Fig. 1: I/O pins on the die edge
Drawn at 4 px/um. Pins as bars across the die edge, other pins in grey.
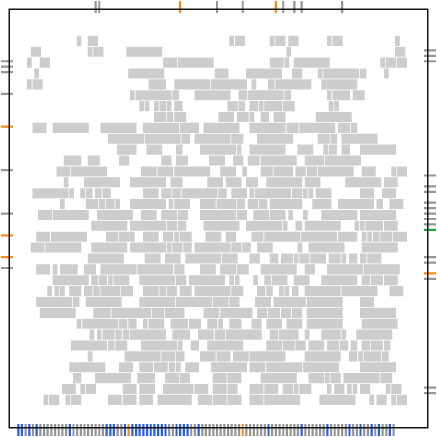
Fig. 2: close-up of the layout
Region (40, 19) to (65, 44) um. Cells in grey, sequential cells in the stronger grey; small squares are vias.
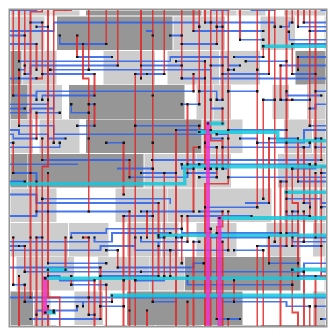
Fig. 3: logic cells by family
Drawn at 3 px/um.
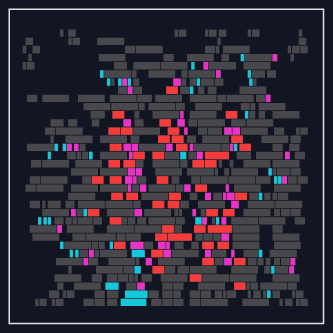
===== src/rtl/gpio_in_pkg.sv =====
// Shared constants for the GPIO input peripheral: base address and register offsets.
package gpio_in_pkg;

   localparam logic [31:0] GPIO_IN_BASE = 32'h0000_0500;

   localparam int unsigned GPIO_IN_DATA    = 'h00;
   localparam int unsigned GPIO_IN_RAW     = 'h04;
   localparam int unsigned GPIO_IN_RISE_EN = 'h08;
   localparam int unsigned GPIO_IN_FALL_EN = 'h0C;
   localparam int unsigned GPIO_IN_PENDING = 'h10;
   localparam int unsigned GPIO_IN_IRQ_EN  = 'h14;

endpackage


===== src/rtl/gpio_debounce.sv =====
// One input pin: 2-FF synchronizer followed by a consecutive-cycle debouncer.
// The edge pulses are combinational and fire on the clock edge where stable changes.
module gpio_debounce
   import gpio_in_pkg::*;
#(
   parameter int unsigned DEBOUNCE_CYCLES = 16
) (
   input  logic clk,
   input  logic rst,
   input  logic pin,
   output logic sync,
   output logic stable,
   output logic rise_pulse,
   output logic fall_pulse
);

   localparam int unsigned CW = $clog2(DEBOUNCE_CYCLES + 1);

   logic          sync1_q;
   logic          sync2_q;
   logic          stable_q;
   logic [CW-1:0] cnt_q;
   logic          accept;

   // The counter would reach DEBOUNCE_CYCLES on this edge, so take the new level now.
   assign accept = (sync2_q != stable_q) && (cnt_q == CW'(DEBOUNCE_CYCLES - 1));

   always_ff @(posedge clk or posedge rst) begin
      if (rst) begin
         sync1_q  <= 1'b0;
         sync2_q  <= 1'b0;
         stable_q <= 1'b0;
         cnt_q    <= '0;
      end else begin
         sync1_q <= pin;
         sync2_q <= sync1_q;
         if (sync2_q == stable_q) begin
            cnt_q <= '0;
         end else if (accept) begin
            stable_q <= sync2_q;
            cnt_q    <= '0;
         end else begin
            cnt_q <= cnt_q + CW'(1);
         end
      end
   end

   assign sync       = sync2_q;
   assign stable     = stable_q;
   assign rise_pulse = accept & sync2_q;
   assign fall_pulse = accept & ~sync2_q;

endmodule


===== src/rtl/gpio_in.sv =====
// Memory-mapped GPIO input block: per-pin debouncers, edge-enable/pending/irq-enable
// registers with W1C pending, a registered read mux and a registered level interrupt.
module gpio_in
   import gpio_in_pkg::*;
#(
   parameter int unsigned NUM_PINS        = 8,
   parameter int unsigned DEBOUNCE_CYCLES = 16,
   parameter int unsigned ADDR_W          = 8
) (
   input  logic                clk,
   input  logic                rst,
   input  logic [NUM_PINS-1:0] pins,
   input  logic                r_en,
   input  logic [31:0]         r_addr,
   output logic [31:0]         r_data,
   input  logic                w_en,
   input  logic [31:0]         w_addr,
   input  logic [31:0]         w_data,
   output logic                irq
);

   logic [NUM_PINS-1:0] sync_v;
   logic [NUM_PINS-1:0] stable_v;
   logic [NUM_PINS-1:0] rise_v;
   logic [NUM_PINS-1:0] fall_v;

   for (genvar i = 0; i < NUM_PINS; i++) begin : g_pin
      gpio_debounce #(
         .DEBOUNCE_CYCLES(DEBOUNCE_CYCLES)
      ) u_debounce (
         .clk       (clk),
         .rst       (rst),
         .pin       (pins[i]),
         .sync      (sync_v[i]),
         .stable    (stable_v[i]),
         .rise_pulse(rise_v[i]),
         .fall_pulse(fall_v[i])
      );
   end

   logic [NUM_PINS-1:0] rise_en_q, rise_en_d;
   logic [NUM_PINS-1:0] fall_en_q, fall_en_d;
   logic [NUM_PINS-1:0] pending_q, pending_d;
   logic [NUM_PINS-1:0] irq_en_q, irq_en_d;
   logic [NUM_PINS-1:0] w1c;
   logic [NUM_PINS-1:0] set_v;
   logic [ADDR_W-1:0]   r_off;
   logic [ADDR_W-1:0]   w_off;
   logic [31:0]         rd_val;
   logic                unused_bits;

   assign r_off       = r_addr[ADDR_W-1:0];
   assign w_off       = w_addr[ADDR_W-1:0];
   assign set_v       = (rise_v & rise_en_q) | (fall_v & fall_en_q);
   assign unused_bits = ^{r_addr, w_addr, w_data};

   always_comb begin
      rise_en_d = rise_en_q;
      fall_en_d = fall_en_q;
      irq_en_d  = irq_en_q;
      w1c       = '0;
      if (w_en) begin
         case (w_off)
            ADDR_W'(GPIO_IN_RISE_EN): rise_en_d = w_data[NUM_PINS-1:0];
            ADDR_W'(GPIO_IN_FALL_EN): fall_en_d = w_data[NUM_PINS-1:0];
            ADDR_W'(GPIO_IN_PENDING): w1c       = w_data[NUM_PINS-1:0];
            ADDR_W'(GPIO_IN_IRQ_EN):  irq_en_d  = w_data[NUM_PINS-1:0];
            default: ;
         endcase
      end
      // A new edge in the same cycle as its W1C keeps the bit set.
      pending_d = (pending_q & ~w1c) | set_v;
   end

   always_comb begin
      rd_val = '0;
      case (r_off)
         ADDR_W'(GPIO_IN_DATA):    rd_val = 32'(stable_v);
         ADDR_W'(GPIO_IN_RAW):     rd_val = 32'(sync_v);
         ADDR_W'(GPIO_IN_RISE_EN): rd_val = 32'(rise_en_q);
         ADDR_W'(GPIO_IN_FALL_EN): rd_val = 32'(fall_en_q);
         ADDR_W'(GPIO_IN_PENDING): rd_val = 32'(pending_q);
         ADDR_W'(GPIO_IN_IRQ_EN):  rd_val = 32'(irq_en_q);
         default: ;
      endcase
   end

   always_ff @(posedge clk or posedge rst) begin
      if (rst) begin
         rise_en_q <= '0;
         fall_en_q <= '0;
         pending_q <= '0;
         irq_en_q  <= '0;
         r_data    <= '0;
         irq       <= 1'b0;
      end else begin
         rise_en_q <= rise_en_d;
         fall_en_q <= fall_en_d;
         pending_q <= pending_d;
         irq_en_q  <= irq_en_d;
         r_data    <= r_en ? rd_val : 32'h0;
         irq       <= |(pending_q & irq_en_q);
      end
   end

endmodule


===== config.mk =====
export PLATFORM = sky130hd
export DESIGN_NAME = gpio_in
export DESIGN_NICKNAME = d
export VERILOG_FILES = /design/src/rtl/gpio_in_pkg.sv /design/src/rtl/gpio_debounce.sv /design/src/rtl/gpio_in.sv
export SDC_FILE = /design/constraint.sdc
export NUM_CORES = 1
export LEC_CHECK = 0
export CAP_MARGIN = 10
export CORE_MARGIN = 4
export CORE_UTILIZATION = 51
export DETAILED_ROUTE_END_ITERATION = 8
export GPL_TIMING_DRIVEN = 0
export PLACE_DENSITY = 0.86
export SYNTH_ARGS = -nofsm -noshare
export SYNTH_HDL_FRONTEND = slang
export SYNTH_SLANG_ARGS = --single-unit
export TNS_END_PERCENT = 1

===== constraint.sdc =====
create_clock -name clk -period 6.4 [get_ports clk]
set_input_delay 0.64 -clock clk [delete_from_list [all_inputs] [get_ports clk]]
set_output_delay 0.64 -clock clk [all_outputs]
set_load 0.02 [all_outputs]

==> out/notes.md <==
The run gives 0 for the total grt overflow. Summing over the stages, the warning tally comes to 98. The biggest fanout along the worst timing path is 9. Data on the critical path arrives at its endpoint at 2.96 ns. Yosys instantiated no cell more often than dfrtp_1. The count of hold buffers inserted by post-cts repair was 0. With the register-to-register path setup slack at 5.04 ns, the area overhead of the layout relative to synthesis is 18.0%. Average size of a mapped cell: 12.4 um2. Power share of the sequential group: 0.581.

The yosys cell count is 382, and the area reported by Yosys stat is 4730 um2. Of the combinational cells, the family taking the most area is simple AND/OR/NAND/NOR gates. The leakage power of the design came out at 0.00275 uW.

The largest stage delay on the critical path was 0.97 ns; the cell count after synthesis was 382. The run gives 9 as the number of buffers inserted during clock tree synthesis. The placement stage leaves a total instance area of 5390 um2.

The power dissipated in combinational cells was 122 uW; the area share of the leading cell type in the synthesized netlist was 0.556. The power density normalized to cell area came out at 218 nW/um2. For this run, design rule violations remaining after detail routing come to 0. The critical path goes through clkdlybuf4s50_1 > nor4_2 > nand4_2 > mux2_2. For the proportion of synthesized chip area in sequential cells, the log shows 0.556.

The setup TNS is 0 ns. The tools report the global-route wire length before repair as 15500 um. The capture instance of the worst register-to-register path was g_pin[4].u_debounce.stable. Once layout is done, the placed cells without fillers occupy 5580 um2.

The run finished with clean final reports. The part of the total power dissipated in combinational logic is 0.101. The tools report the internal portion of total power as 911 uW. The path with the worst hold slack has its endpoint at g_pin[5].u_debounce.sync. The HPWL after detailed placement is 6570 um. The tools report the filler-free cell count of the finished design as 571. Sorting the Yosys area breakdown by cell type puts at the top dfrtp_1. Row generation in the floorplan step produced 34 rows.

In the synthesized netlist, the cells that appear most often are dfrtp_1 (105), mux2_2 (45), nor2_1 (32), buf_4 (24), xor2_1 (24). The setup-violating endpoint count in the final report was 0; the number of sinks driven by the clock tree was 105. During I/O placement, the number of pins put on the boundary was 141. STA classifies the critical path startpoint as a primary input. Per the detail_route report, the via count comes to 3080. Path depth of the worst reg2reg path: 4. Entering global routing, the biggest net connects 70 pins. The OpenROAD report gives the critical path a required time of 6.65 ns. For the number of design-rule violations left by the first detailed-router iteration, the log shows 96.

The total placed cells including tap cells came out at 555. With the tally of unique sky130hd cells used after synthesis at 36, the simple-gate share of the synthesized area is 0.145.
About Fig. 1:
Key: w_addr = blue [pins 32, direction input, edge bottom]; irq = green [pins 1, direction output, edge right]; pins = orange [pins 8, direction input, edge 3 left, 2 bottom, 2 top, 1 right]
All pins by edge: 103 bottom, 18 right, 10 left, 10 top.
Die Y-Extent: 104 um
port buffer count: 41
Die Wd: 104 um

About Fig. 2:
Key: M3 = cyan; M1 = blue; M4 = magenta; M2 = red
41 logic cells have their middle in the window. Sequential cells in the window: 6. Netlist names of flops here include irq_en_q (2), pending_q (2). Most frequent: mux2_2 (8), dfrtp_1 (6), a22oi_1 (5).

About Fig. 3:
Key: mux cells = red [cells 48]; nor cells = cyan [cells 39, where all over the die]; nand cells = magenta [cells 56]

[cell type report]
cell class              count  share of cell area
plain buffers              31              0.0386
clock buffers              11              0.0271
clock inverters             5             0.00673
inverters                  10             0.00718
multi-input cells         259               0.347
flip-flops and latches    105               0.471
well taps                 108              0.0242
repair buffers             42              0.0785
[state kept, by name (all words and copies together), names as in the netlist, 8 cells and up]
register	cells
rise_en_q	8
fall_en_q	8
r_data	8
pending_q	8
g_pin.u_debounce.cnt_q	40
g_pin.u_debounce.sync	8
irq_en_q	8
g_pin.u_debounce.sync1_q	8
g_pin.u_debounce.stable	8
[routing by layer]
metal,GRT usage,routed length [um],up-vias
met5,0,0,-
met2,0.295,4510,81
met1,0.218,3900,1523
met3,0.0515,482,19
met4,0.0589,155,0
li1,-,-,1457
Power and IR drop assume default switching activity.
